===== config.mk =====
export PLATFORM = sky130hd
export DESIGN_NAME = uart_spi_cmd_sequencer
export DESIGN_NICKNAME = d
export VERILOG_FILES = /design/src/rtl/uart_spi_cmd_sequencer.sv
export SDC_FILE = /design/constraint.sdc
export NUM_CORES = 1
export LEC_CHECK = 0
export CORE_ASPECT_RATIO = 1.25
export CORE_MARGIN = 2
export CORE_UTILIZATION = 35
export DETAILED_ROUTE_END_ITERATION = 16
export GPL_ROUTABILITY_DRIVEN = 0
export PLACE_DENSITY = 0.57
export SYNTH_ARGS = -nofsm -noshare
export SYNTH_HDL_FRONTEND = slang
export SYNTH_SLANG_ARGS = --single-unit

===== constraint.sdc =====
create_clock -name i_clk_sys -period 2.5 [get_ports i_clk_sys]
set_input_delay 0.5 -clock i_clk_sys [delete_from_list [all_inputs] [get_ports i_clk_sys]]
set_output_delay 0.5 -clock i_clk_sys [all_outputs]
set_load 0.01 [all_outputs]

===== src/rtl/uart_spi_cmd_sequencer.sv =====
// ASCII command-frame sequencer between the UART and the SPI master.
// Accepts "{op:AAA:DDDDD" frames one byte at a time, issues one SPI
// register access, then answers with "K\r\n", "<5 hex>\r\n" or "E\r\n".
module uart_spi_cmd_sequencer #(
    parameter int unsigned ADDR_W       = 12,
    parameter int unsigned DATA_W       = 20,
    parameter int unsigned BYTE_TIMEOUT = 200000,
    parameter int unsigned SPI_TIMEOUT  = 100000
) (
    input  logic              i_clk_sys,
    input  logic              i_rst_n,
    input  logic [7:0]        i_rx_data,
    input  logic              i_rx_valid,
    output logic [7:0]        o_tx_data,
    output logic              o_tx_valid,
    input  logic              i_tx_ready,
    output logic              o_spi_start,
    output logic              o_spi_rw,
    output logic [ADDR_W-1:0] o_spi_addr,
    output logic [DATA_W-1:0] o_spi_wdata,
    input  logic              i_spi_busy,
    input  logic              i_spi_done,
    input  logic [DATA_W-1:0] i_spi_rdata,
    output logic              o_busy
);

    localparam int unsigned ADIG    = ADDR_W / 4;
    localparam int unsigned DDIG    = DATA_W / 4;
    localparam int unsigned TMO_MAX = (BYTE_TIMEOUT > SPI_TIMEOUT) ? BYTE_TIMEOUT : SPI_TIMEOUT;
    localparam int unsigned TMR_W   = $clog2(TMO_MAX + 1);

    localparam logic [3:0] S_IDLE  = 4'd0;
    localparam logic [3:0] S_OP    = 4'd1;
    localparam logic [3:0] S_COL1  = 4'd2;
    localparam logic [3:0] S_ADDR  = 4'd3;
    localparam logic [3:0] S_COL2  = 4'd4;
    localparam logic [3:0] S_DATA  = 4'd5;
    localparam logic [3:0] S_ISSUE = 4'd6;
    localparam logic [3:0] S_WAIT  = 4'd7;
    localparam logic [3:0] S_RESP  = 4'd8;
    localparam logic [3:0] S_ERR   = 4'd9;

    logic [3:0]        state_q, state_d;
    logic [2:0]        cnt_q, cnt_d;
    logic              rw_q, rw_d;
    logic [ADDR_W-1:0] addr_q, addr_d;
    logic [DATA_W-1:0] wdata_q, wdata_d;
    logic [DATA_W-1:0] rdata_q, rdata_d;
    logic [TMR_W-1:0]  timer_q, timer_d;
    logic [2:0]        tx_idx_q, tx_idx_d;
    logic [7:0]        tx_data_q, tx_data_d;
    logic              tx_valid_q, tx_valid_d;
    logic              spi_start_q, spi_start_d;

    logic              hex_ok;
    logic [3:0]        hex_nib;
    logic [3:0]        rd_nib;
    logic [7:0]        resp_byte;
    logic              resp_last;

    // {valid, nibble} for an ASCII hex digit in either case
    function automatic logic [4:0] hex_decode(input logic [7:0] c);
        if (c >= "0" && c <= "9")
            return {1'b1, c[3:0]};
        else if ((c >= "A" && c <= "F") || (c >= "a" && c <= "f"))
            return {1'b1, 4'(c[3:0] + 4'd9)};
        else
            return 5'b0;
    endfunction

    // Uppercase ASCII for a nibble
    function automatic logic [7:0] hex_ascii(input logic [3:0] n);
        if (n < 4'd10)
            return 8'h30 + {4'h0, n};
        else
            return 8'h37 + {4'h0, n};
    endfunction

    // Pick the read-data nibble for the current response position, MSB first
    always_comb begin
        rd_nib = '0;
        for (int unsigned i = 0; i < DDIG; i++) begin
            if (tx_idx_q == 3'(i))
                rd_nib = rdata_q[4*(DDIG-1-i) +: 4];
        end
    end

    // Byte to present for the current response position
    always_comb begin
        resp_byte = '0;
        resp_last = 1'b0;
        if (state_q == S_RESP && rw_q) begin
            if (tx_idx_q < 3'(DDIG)) begin
                resp_byte = hex_ascii(rd_nib);
            end else if (tx_idx_q == 3'(DDIG)) begin
                resp_byte = 8'h0D;
            end else begin
                resp_byte = 8'h0A;
                resp_last = 1'b1;
            end
        end else begin
            case (tx_idx_q)
                3'd0:    resp_byte = (state_q == S_ERR) ? "E" : "K";
                3'd1:    resp_byte = 8'h0D;
                default: begin
                    resp_byte = 8'h0A;
                    resp_last = 1'b1;
                end
            endcase
        end
    end

    // Frame parser, SPI issue/wait and response sequencing
    always_comb begin
        state_d     = state_q;
        cnt_d       = cnt_q;
        rw_d        = rw_q;
        addr_d      = addr_q;
        wdata_d     = wdata_q;
        rdata_d     = rdata_q;
        timer_d     = timer_q;
        tx_idx_d    = tx_idx_q;
        tx_data_d   = tx_data_q;
        tx_valid_d  = tx_valid_q;
        spi_start_d = 1'b0;
        {hex_ok, hex_nib} = hex_decode(i_rx_data);

        case (state_q)
            S_IDLE: begin
                timer_d  = '0;
                tx_idx_d = '0;
                if (i_rx_valid && i_rx_data == "{") begin
                    state_d = S_OP;
                    addr_d  = '0;
                    wdata_d = '0;
                    cnt_d   = '0;
                end
            end

            S_OP, S_COL1, S_ADDR, S_COL2, S_DATA: begin
                if (i_rx_valid) begin
                    timer_d = '0;
                    if (i_rx_data == "{") begin
                        state_d = S_OP;
                        addr_d  = '0;
                        wdata_d = '0;
                        cnt_d   = '0;
                    end else begin
                        // Anything not explicitly accepted below is an error
                        state_d = S_ERR;
                        case (state_q)
                            S_OP: begin
                                if (i_rx_data == "W" || i_rx_data == "w") begin
                                    rw_d    = 1'b0;
                                    state_d = S_COL1;
                                end else if (i_rx_data == "R" || i_rx_data == "r") begin
                                    rw_d    = 1'b1;
                                    state_d = S_COL1;
                                end
                            end
                            S_COL1: begin
                                if (i_rx_data == ":") begin
                                    state_d = S_ADDR;
                                    cnt_d   = '0;
                                end
                            end
                            S_ADDR: begin
                                if (hex_ok) begin
                                    addr_d = {addr_q[ADDR_W-5:0], hex_nib};
                                    if (cnt_q == 3'(ADIG - 1)) begin
                                        state_d = S_COL2;
                                    end else begin
                                        state_d = S_ADDR;
                                        cnt_d   = cnt_q + 1'b1;
                                    end
                                end
                            end
                            S_COL2: begin
                                if (i_rx_data == ":") begin
                                    state_d = S_DATA;
                                    cnt_d   = '0;
                                end
                            end
                            S_DATA: begin
                                if (hex_ok) begin
                                    wdata_d = {wdata_q[DATA_W-5:0], hex_nib};
                                    if (cnt_q == 3'(DDIG - 1)) begin
                                        state_d = S_ISSUE;
                                    end else begin
                                        state_d = S_DATA;
                                        cnt_d   = cnt_q + 1'b1;
                                    end
                                end
                            end
                            default: ;
                        endcase
                    end
                end else if (timer_q == TMR_W'(BYTE_TIMEOUT)) begin
                    state_d = S_ERR;
                end else begin
                    timer_d = timer_q + 1'b1;
                end
            end

            S_ISSUE: begin
                if (!i_spi_busy) begin
                    spi_start_d = 1'b1;
                    timer_d     = '0;
                    state_d     = S_WAIT;
                end
            end

            S_WAIT: begin
                if (i_spi_done) begin
                    rdata_d  = i_spi_rdata;
                    tx_idx_d = '0;
                    state_d  = S_RESP;
                end else if (timer_q == TMR_W'(SPI_TIMEOUT)) begin
                    tx_idx_d = '0;
                    state_d  = S_ERR;
                end else begin
                    timer_d = timer_q + 1'b1;
                end
            end

            S_RESP, S_ERR: begin
                // Present a byte, hold it until accepted, then idle one cycle
                if (tx_valid_q) begin
                    if (i_tx_ready) begin
                        tx_valid_d = 1'b0;
                        if (resp_last)
                            state_d = S_IDLE;
                        else
                            tx_idx_d = tx_idx_q + 1'b1;
                    end
                end else begin
                    tx_valid_d = 1'b1;
                    tx_data_d  = resp_byte;
                end
            end

            default: state_d = S_IDLE;
        endcase
    end

    // State and datapath registers
    always_ff @(posedge i_clk_sys or negedge i_rst_n) begin
        if (!i_rst_n) begin
            state_q     <= S_IDLE;
            cnt_q       <= '0;
            rw_q        <= 1'b0;
            addr_q      <= '0;
            wdata_q     <= '0;
            rdata_q     <= '0;
            timer_q     <= '0;
            tx_idx_q    <= '0;
            tx_data_q   <= '0;
            tx_valid_q  <= 1'b0;
            spi_start_q <= 1'b0;
        end else begin
            state_q     <= state_d;
            cnt_q       <= cnt_d;
            rw_q        <= rw_d;
            addr_q      <= addr_d;
            wdata_q     <= wdata_d;
            rdata_q     <= rdata_d;
            timer_q     <= timer_d;
            tx_idx_q    <= tx_idx_d;
            tx_data_q   <= tx_data_d;
            tx_valid_q  <= tx_valid_d;
            spi_start_q <= spi_start_d;
        end
    end

    assign o_tx_data   = tx_data_q;
    assign o_tx_valid  = tx_valid_q;
    assign o_spi_start = spi_start_q;
    assign o_spi_rw    = rw_q;
    assign o_spi_addr  = addr_q;
    assign o_spi_wdata = wdata_q;
    assign o_busy      = (state_q != S_IDLE);

endmodule


==> ci_impl_report.md, run 1 <==
## Implementation flow summary

| Metric | Value |
|---|---|
| TritonRoute pass-1 iters | 4 |
| Vias in the first global route | 4410 |
| Synth cell types | 69 |
| Layout net count | 735 |
| Final clock-cell share | 0.0442 |
| Die Ht | 142 um |
| Initial antenna violation count | 0 |
| # IOs | 78 |
| # rows | 50 |
| Crit path max-delay cell type | clkdlybuf4s50_1 |
| Worst-margin pin slew | 770 ps |
| HPWL after detailed placement | 9670 um |
| Inserted Diodes | 0 |
| Post-synth EDFFs | 0 |
| Async SR Flop Fraction | 1.00 |
| Num CTS Buffers | 9 |
| Highest metal used | met4 |
| Htree depth | 3 |
| Crit Reg-Reg Endpoint | o_tx_data[2] |
| Maximum clock frequency | 415 MHz |
| Area growth from synthesis to layout | 30.4% |
| Total global-route track usage | 0.162 |
| R2R depth | 8 |
| Final min period | 2410 ps |
| Starting DRT DRC Count | 334 |
| Cells after DPL | 857 |
| Final Hold Violating Endpoints | 0 |
| CTS tree | built |
| Flop share of the area | 0.326 |
| Fill cells | 1413 |
| CTS sink count | 90 |
| Post-synthesis register bit count | 90 |
| Post-cts sizing count | 7 |
| Maximum Capacitance Violations | 0 |
| Post-synth seq share | 0.425 |
| FP Core Util | 0.356 |
| Longest Clk Path Bufs | 2 |
| Critical path's top delay family | buffers and inverters |
| Worst VDD drop | 0.362 mV |
| IO buf count | 76 |
| Mi-comb count | 436 |
| Post-CTS setup buffers | 0 |
| Yosys chip area | 0.00530 mm^2 |
| Final setup fails | 0 |
| Crit-path cells | nor2_1 > nand2_1 > clkdlybuf4s50_1 |
| Relative max-transition margin | 0.487 |
| Remaining DRCs | 0 |
| Root Driver | clkbuf_16 |
| Placement Cell Area | 0.00656 mm^2 |
| Post-synthesis cell area | 0.00530 mm^2 |
| R2R setup slack | 120 ps |
| Cells after Synth | 573 |
| Chip area | 0.0161 mm^2 |
| Sequential cell area | 0.00225 mm^2 |
| Status | finished clean |
| Power Dens Cells | 762 mW/mm^2 |
| Tapcells | 182 |
| Leakage | 2.95 nW |
| Most common cell after layout, fill and taps aside | nand2_1 |
| GRT Max-Usage Layer | met2 |
| Critical path class | flip-flop to output pin |
==> run 1: synthesized netlist by cell type, types with 5 or more instances <==
library cell / n / area (um^2)
nand3b_1: 7 / 52.6
nor4_1: 5 / 31.3
mux2_2: 28 / 315
nand3_1: 17 / 85.1
inv_1: 16 / 60.1
ha_1: 15 / 188
nand2_1: 98 / 368
nand4_1: 6 / 37.5
nand2b_1: 9 / 56.3
buf_2: 11 / 55.1
and3_1: 5 / 31.3
nor2b_1: 15 / 93.8
and2_1: 6 / 37.5
o21ai_0: 29 / 145
dfrtp_1: 90 / 2250
nor2_1: 39 / 146
nor3_1: 9 / 45.0
o31ai_1: 5 / 37.5
xnor2_1: 14 / 123
buf_6: 6 / 67.6
nor4b_1: 5 / 43.8
a21oi_1: 25 / 125
o21ai_1: 18 / 90.1
clkbuf_1: 12 / 45.0
a211oi_1: 8 / 60.1
==> run 1: power breakdown <==
group	internal [mW]	total, mW	switching [mW]
registers	1.61	1.75	0.144
logic	0.967	2.12	1.16
clock network	0.830	1.39	0.557
total	3.41	5.26	1.86
==> run 1: how the worst max path moves through the flow <==
stage	from	end	slack, ps
after floorplan	tx_idx_q[0]	o_tx_data[2]	110
after global placement	i_rx_data[1]	state_q[3]	-480
after detailed placement	i_rx_data[1]	state_q[3]	-550
after CTS	tx_idx_q[0]	o_tx_data[4]	20
after global routing	tx_idx_q[0]	o_tx_data[2]	-10
final	state_q[1]	o_busy	90
==> run 1: kinds of logic (layout without fill, tap and decap cells) <==
group | count (synthesis) | after routing | synth area share
compound gates | 125 | 125 | 0.157
xor+xnor | 16 | 16 | 0.0265
fa+ha+maj | 15 | 15 | 0.0354
buf+inv | 47 | 165 | 0.0453
flops | 90 | 90 | 0.425
mux | 35 | 35 | 0.0756
other cells | 1 | 1 | 0.000708
simple gates | 244 | 244 | 0.235
Fig. 1: run 1, gate families picked out
Drawn at 3 px/um.
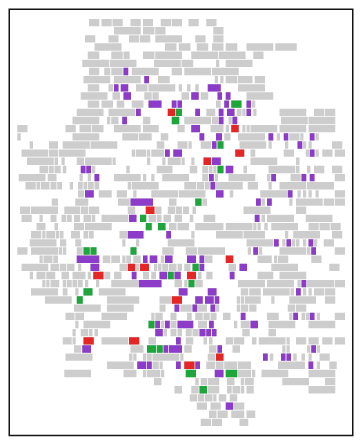
[red] AND-OR and OR-AND gates | cells: 15
[green] AND and OR gates | cells: 23
[purple] inverting AOI/OAI gates | cells: 110

Fig. 2: run 1, routing congestion
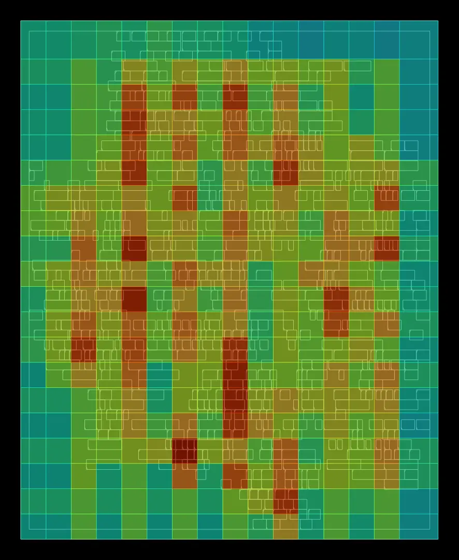
M2 GR Usage: 0.274
Final Core Density: 0.464

Fig. 3: run 1, signal wires on met3
Drawn at 3 px/um.
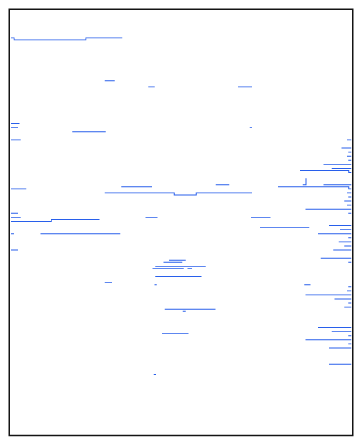
share of all routed wire: 4.1%
nets with wire on the layer: 64
main direction: horizontal
met3 global-route usage: 0.0256
routed wire length: 12700 um
DR vias: 4502

Fig. 4: run 1, sizing map
Drawn at 3 px/um.
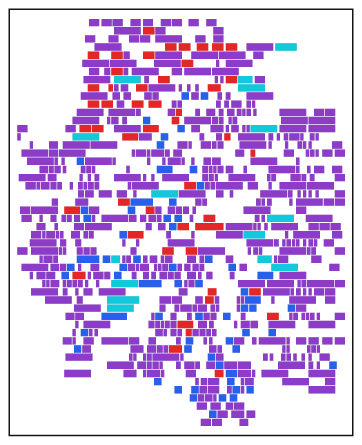
[purple] _0 and _1 cells | cells: 564 | share: 82%
[red] _2 cells | cells: 48 | share: 6.9%
[cyan] _6 and larger | cells: 15 | share: 2.2%
[blue] _3 and _4 cells | cells: 64 | share: 9.3%

==> run 2: changes to the inputs <==
--- a/config.mk
+++ b/config.mk
@@ -6,7 +6,7 @@
 export NUM_CORES = 1
 export LEC_CHECK = 0
 export CORE_ASPECT_RATIO = 1.25
-export CORE_MARGIN = 2
+export CORE_MARGIN = 5
 export CORE_UTILIZATION = 35
 export DETAILED_ROUTE_END_ITERATION = 16
 export GPL_ROUTABILITY_DRIVEN = 0
Fig. 5: run 2, gate families picked out
Drawn at 2 px/um.
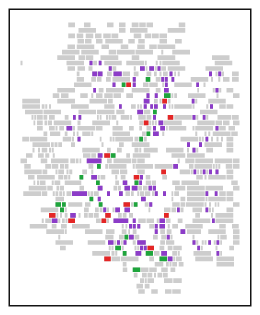
[purple] inverting AOI/OAI gates | cells: 110
[red] AND-OR and OR-AND gates | cells: 15
[green] AND and OR gates | cells: 23
most common cell after layout, fill and taps aside: nand2_1
Layout Cells excl Fill: 883
combinational share of cell area: 0.407

==> run 2 against run 1 <==
Area after synthesis unchanged. Worst hold slack worse by 45 ps. Critical path type is now flip-flop to flip-flop. Non-clock buffer count up 10. Largest cell class unchanged. Final area up 1.4%. Clock skew down 1.1 ps.
==> ci_impl_report.md, run 2 <==
## Implementation flow summary

| Metric | Value |
|---|---|
| # IOs | 78 |
| Post-synthesis register bit count | 90 |
| Critical path class | flip-flop to flip-flop |
| HPWL after detailed placement | 10200 um |
| Crit path DAT | 2670 ps |
| Worst VDD drop | 0.361 mV |
| Area growth from synthesis to layout | 32.2% |
| Leakage | 3.01 nW |
| Cells after Synth | 573 |
| R2R depth | 9 |
| Switching Power | 1.89 mW |
| Final setup fails | 0 |
| Yosys synthesis warning count | 0 |
| Fill cells | 1443 |
| FP Core Util | 0.354 |
| Inserted Diodes | 0 |
| Post-synthesis cell area | 0.00530 mm^2 |
| Core footprint | 0.0150 mm^2 |
| Layout net count | 745 |
| Most instantiated cells after synthesis | 98 x nand2_1, 90 x dfrtp_1, 39 x nor2_1 |
| Class of the worst hold path | primary input to asynchronous set/reset pin |
| Starting DRT DRC Count | 257 |
| IO buf count | 76 |
| Relative max-transition margin | 0.585 |
| Final Hold Violating Endpoints | 0 |
| Die Ht | 148 um |
| Remaining DRCs | 0 |
| Highest metal used | met4 |
| Post-synth seq share | 0.425 |
| Synth cell types | 69 |
| Startpoint types | flip-flop |
| Total global-route track usage | 0.152 |
| Post-synth EDFFs | 0 |
| Worst-margin pin slew | 615 ps |
| Clock Power Share | 0.243 |
| Crit Reg-Reg Endpoint | o_tx_data[2] |
| Root Driver | clkbuf_16 |
| GRT Max-Usage Layer | met2 |
| Layout cells sized above 1 | 0.193 |
| Initial antenna violation count | 0 |
| R2R setup slack | 110 ps |
| Hold Buf Count CTS | 0 |
| Crit Reg-Reg Startpoint | tx_idx_q[0] |
| TritonRoute pass-1 iters | 4 |
| M2 GR Usage | 0.264 |
| Die width | 120 um |
| Final Core Density | 0.469 |
| Mean area per synthesized cell | 9.25 um^2 |
| Async SR Flop Fraction | 1.00 |
| Met3 global-route usage | 0.0253 |
| GRT Residual Overflow | 0 |
| Maximum clock frequency | 418 MHz |
| Critical path origin | tx_idx_q[0] |
| Status | finished clean |
| Final min period | 2390 ps |
| Sequential power share | 0.334 |
| Floorplan net count | 622 |
| First-pass GRT wire length | 22100 um |
| Num CTS Buffers | 9 |
| Count leader, synth | nand2_1 |
| Chip area | 0.0177 mm^2 |
| Max-slew violations | 0 |
| Combinational share of power | 0.423 |
| CP Capture Point | o_tx_data[2] |
| Ys cells | 573 |
| Power Dens Cells | 754 mW/mm^2 |
| Longest Clk Path Bufs | 2 |
| Maximum Capacitance Violations | 0 |
| Yosys chip area | 0.00530 mm^2 |
| Int Power | 3.40 mW |
| Htree depth | 3 |
| Post-synth top area share | 0.425 |
| OpenROAD warnings | 36 |
| # rows | 50 |
| CTS tree | built |
| Switching share of power | 0.357 |
| Top cells by area | dfrtp_1 43%, nand2_1 6.9%, mux2_2 6.0%, ha_1 3.5%, nor2_1 2.8% |
| Vias in the first global route | 4559 |
| CTS sink count | 90 |
| Yosys top cell by area | dfrtp_1 |
| Max Clock Skew | 5.13 ps |
| Cells after DPL | 865 |
Fig. 6: run 2, signal wires on met3
Drawn at 3 px/um.
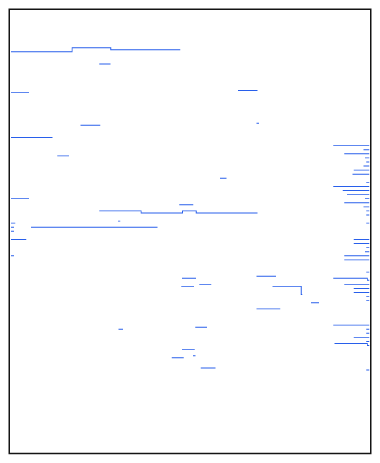
longest straight run: 41.9 um
share of all routed wire: 3.4%
main direction: horizontal
nets with wire on the layer: 59
DR vias: 4572
routed wire length: 13100 um

## run 2: netlist changes by cell type in the layout (fill, tap and decap cells not counted), sizes merged
cell,before,now
dlymetal6s2s,0,2
clkinvlp,0,1
buf,58,68
bufinv,1,0
clkinv,2,3
dlygate4sd2,2,0
inv,17,16
## run 2: logic make-up after synthesis
group,synth area share
AND-OR/OR-AND,0.157
multiplexers,0.0756
buffers and inverters,0.0453
adder cells (fa/ha/maj),0.0354
XOR/XNOR,0.0265
flip-flops,0.425
other,0.000708
AND/OR/NAND/NOR,0.235
## run 2: layout make-up
class                      instances  area (um^2)  area share
timing repair buffer             143         1330       0.190
tap                              182          228      0.0325
multi-input combinational        436         2850       0.407
inverter                          16         60.1     0.00857
sequential                        90         2250       0.321
clock buffer                      12          256      0.0366
clock inverter                     4         26.3     0.00375
## run 2: metrics by stage
step                      hold slack (ps)  cell area [um^2]
after floorplan                       204              5300
after global placement                465              6650
after detailed placement              476              6650
after CTS                             191              6950
after global routing                  233              7010
final                                 184              7010
## run 2: critical path, cell delays in order (launching register included)
cell and delay, ps:
dfrtp_1 410, ha_1 210, ha_1 200, or2_2 320, a211oi_2 230, nor2_1 120, buf_4 140, or4b_1 490
nand3_1 100, a22o_1 110
## run 2: power by group through the flow
stage,clock network (mW),logic (mW),registers [mW]
detailed placement,0,2.18,1.79
global placement,0,2.15,1.78
floorplan,0,1.30,1.78
global route,1.38,2.47,1.79
finish,1.28,2.24,1.76
CTS,1.33,2.19,1.76
## run 2: timing repair
action / 4_1_cts / 5_1_grt
gates resized: 2 / 13
endpoints found under the setup margin: 2 / 46
buffers inserted: 0 / 2
pin swaps: 0 / 2
==> run 3: changes to the inputs <==
--- a/config.mk
+++ b/config.mk
@@ -8,6 +8,7 @@
 export CORE_ASPECT_RATIO = 1.25
 export CORE_MARGIN = 5
 export CORE_UTILIZATION = 35
+export CTS_BUF_LIST = sky130_fd_sc_hd__clkbuf_8
 export DETAILED_ROUTE_END_ITERATION = 16
 export GPL_ROUTABILITY_DRIVEN = 0
 export PLACE_DENSITY = 0.57
Fig. 7: run 3, routing congestion
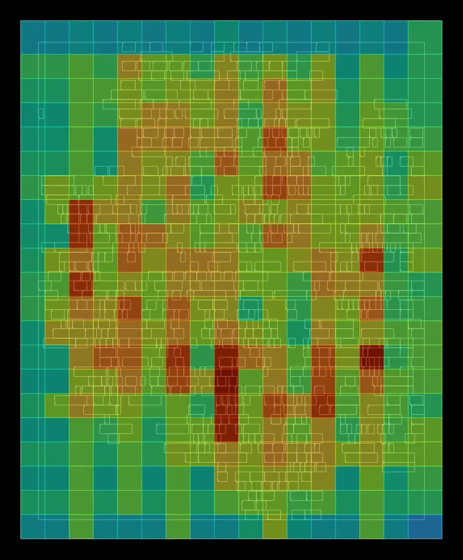
met1 Track Usage GR: 0.188
met3 global-route usage: 0.0230
M2 GR Usage: 0.266
DR WL/cell: 14.8 um

==> run 3 against run 2 <==
Register-to-register slack hardly changed. Clock skew grew 4.6 ps. Power decreased by 6.9%. Fmax is 0.38% lower. Sequential power about the same. Clock power shrank 28%. Area after synthesis unchanged. Highest routed layer unchanged. Worst setup slack lost 9.2 ps. Count of clock-buffer cells in the layout is 1 lower. Final area shrank 1.4%. Non-clock buffer count stayed put. Cell count unchanged.
==> ci_impl_report.md, run 3 <==
## Implementation flow summary

| Metric | Value |
|---|---|
| Status | finished clean |
| GRT Residual Overflow | 0 |
| Yosys top cell by area | dfrtp_1 |
| Logic area | 0.00285 mm^2 |
| # IOs | 78 |
| Class of the worst hold path | primary input to asynchronous set/reset pin |
| Yosys chip area | 0.00530 mm^2 |
| R2R setup slack | 100 ps |
| Worst VDD drop | 0.334 mV |
| Relative max-transition margin | 0.575 |
| Chip area | 0.0177 mm^2 |
| Yosys synthesis warning count | 0 |
| CP most frequent cell | ha_1 |
| Critical path origin | tx_idx_q[0] |
| Final Core Density | 0.462 |
| CTS sink count | 90 |
| Routed wire length | 13000 um |
| CTS clk-pin slew, worst paths | 90 ps |
| TritonRoute pass-1 iters | 4 |
| Post-synth top area share | 0.425 |
| Crit path max-delay cell type | or4b_1 |
| Ys cells | 573 |
| Layout net count | 745 |
| Count leader, synth | nand2_1 |
| Post-synth EDFFs | 0 |
| Layout cells sized above 1 | 0.193 |
| Initial antenna violation count | 0 |
| Startpoint types | flip-flop |
| Crit Reg-Reg Startpoint | tx_idx_q[0] |
| CP Capture Point | o_tx_data[2] |
| Pin count of the biggest net entering global routing | 48 |
| Maximum clock frequency | 417 MHz |
| IO buf count | 76 |
| Power Dens Cells | 713 mW/mm^2 |
| Final WS setup | 101 ps |
| Max-slew violations | 0 |
| Combinational share of power | 0.454 |
| Total global-route track usage | 0.152 |
| Switching Power | 1.84 mW |
| # rows | 50 |
| FP Core Util | 0.354 |
| HPWL after detailed placement | 10200 um |
| Core footprint | 0.0150 mm^2 |
| Maximum Capacitance Violations | 0 |
| Vias in the first global route | 4588 |
| RSZ-0062 raised after global routing | true |
| Leakage | 2.97 nW |
| Num CTS Buffers | 9 |
| DR vias | 4554 |
| Int Power | 3.08 mW |
| Die Ht | 148 um |
| Routed Antenna Nets | 0 |
| Cells after Synth | 573 |
| Final setup fails | 0 |
| Htree depth | 3 |
| Worst-margin pin slew | 631 ps |
| Hold Buf Count CTS | 0 |
| Most common cell after layout, fill and taps aside | nand2_1 |
| OpenROAD warnings | 36 |
| Inserted Diodes | 0 |
| Crit path DAT | 2700 ps |
| Period utilisation layout | 0.960 |
| Setup crit end kind | flip-flop |
| Top cells by area | dfrtp_1 43%, nand2_1 6.9%, mux2_2 6.0%, ha_1 3.5%, nor2_1 2.8% |
| Root Driver | clkbuf_8 |
| Cell count along the critical path | 9 |
| Post-synthesis cell area | 0.00530 mm^2 |
| Fill cells | 1446 |
| Sequential power share | 0.358 |
| Post-synth seq share | 0.425 |
| Switching share of power | 0.374 |
| Clk latency late pin | 370 ps |
| Die width | 120 um |
| Async SR Flop Fraction | 1.00 |
| First-pass GRT wire length | 22200 um |
| Post-synthesis register bit count | 90 |
| Final Hold Violating Endpoints | 0 |
| Sequential cell area | 0.00225 mm^2 |
| Floorplan net count | 622 |
| Max Clock Skew | 9.72 ps |
| Critical path's largest stage delay | 490 ps |
| Most instantiated cells after synthesis | 98 x nand2_1, 90 x dfrtp_1, 39 x nor2_1 |
| Data required time of the critical path | 2800 ps |
| Synth cell types | 69 |
| CP Max Fanout | 4 |
| Critical path class | flip-flop to flip-flop |
| Fin area | 0.00690 mm^2 |
| Vias per std cell | 5.16 |
| Critical path's top delay family | simple AND/OR/NAND/NOR gates |
| R2R depth | 9 |
| Clock Power Share | 0.188 |
| Dominant flop cell | dfrtp_1 |
| Top cells excl fill/tap | 97 x nand2_1, 90 x dfrtp_1, 73 x clkdlybuf4s50_1 |
| Placement Cell Area | 0.00665 mm^2 |
| Crit-path cells | ha_1 > ha_1 > or2_2 > a211oi_2 > nor2_1 > buf_4 > or4b_1 > nand3_1 > a22o_1 |
| Pre-CTS setup slack | -459 ps |
| Longest Clk Path Bufs | 2 |
| Worst hold margin | 158 ps |
| Crit Reg-Reg Endpoint | o_tx_data[2] |
| Starting DRT DRC Count | 277 |
| Buf/Inv on CP | 1 |
| CTS tree | built |
| Area growth from synthesis to layout | 30.3% |
| Remaining DRCs | 0 |
| Final min period | 2400 ps |
| Mean area per synthesized cell | 9.25 um^2 |
Fig. 8: run 3, gate families picked out
Drawn at 2 px/um.
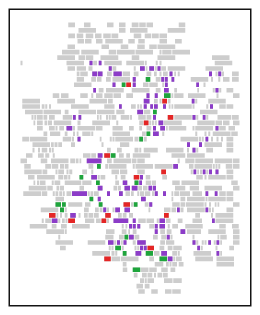
[red] AND-OR and OR-AND gates | cells: 15
[purple] inverting AOI/OAI gates | cells: 110
[green] AND and OR gates | cells: 23

run 3: cell counts after synthesis:
Identical to the previous run, type by type.
run 3: logic make-up (layout without fill, tap and decap cells):
group,Yosys count,count (layout),share of synthesized area
AND/OR/NAND/NOR,244,244,0.235
AND-OR/OR-AND,125,125,0.157
flip-flops,90,90,0.425
buffers and inverters,47,175,0.0453
multiplexers,35,35,0.0756
XOR/XNOR,16,16,0.0265
adder cells (fa/ha/maj),15,15,0.0354
other,1,1,0.000708
run 3: final cells by class:
class,count,share of cell area
Timing Repair Buffer,143,0.192
Tap cell,182,0.0330
Clock buffer,11,0.0219
Multi-Input combinational cell,436,0.413
Clock inverter,5,0.00435
Sequential cell,90,0.326
Inverter,16,0.00870
run 3: routing by layer:
metal / global-route usage / wire (um) / vias to the layer above
li1: - / - / 2261
met1: 0.188 / 5810 / 2199
met2: 0.266 / 6660 / 84
met3: 0.0230 / 431 / 10
met4: 0.0590 / 145 / 0
met5: 0 / 0 / -
run 3: metrics by stage:
stage	power (mW)	setup TNS, ps	std cells
floorplan	3.08	0	573
global placement	3.93	-10980	865
detailed placement	3.97	-12260	865
CTS	4.92	0	881
global route	5.28	-81.8	883
finish	4.92	0	883
run 3: repair_timing:
| item | CTS | global route |
|---|---|---|
| setup endpoints to repair | 3 | 44 |
| setup buffers | 0 | 2 |
| resized | 2 | 13 |
| pin swaps | 0 | 2 |
run 3: power by group through the flow:
stage,Combinational (mW),Sequential (mW),Clock (mW)
CTS,2.19,1.76,0.969
global route,2.47,1.79,1.02
floorplan,1.30,1.78,0
detailed placement,2.18,1.79,0
global placement,2.15,1.78,0
finish,2.23,1.76,0.927

==> layout pictures side by side <==
Placed cells, one colour a class.
image #1
Drawn at 2 px/um. Fill, decap, tap and diode cells in grey.
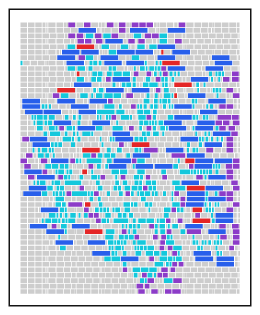
image #2
Drawn at 3 px/um. Fill, decap, tap and diode cells in grey.
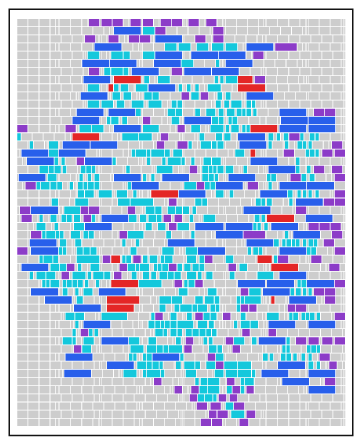
run 2 -> image #1
run 1 -> image #2

Power and IR drop assume default switching activity.
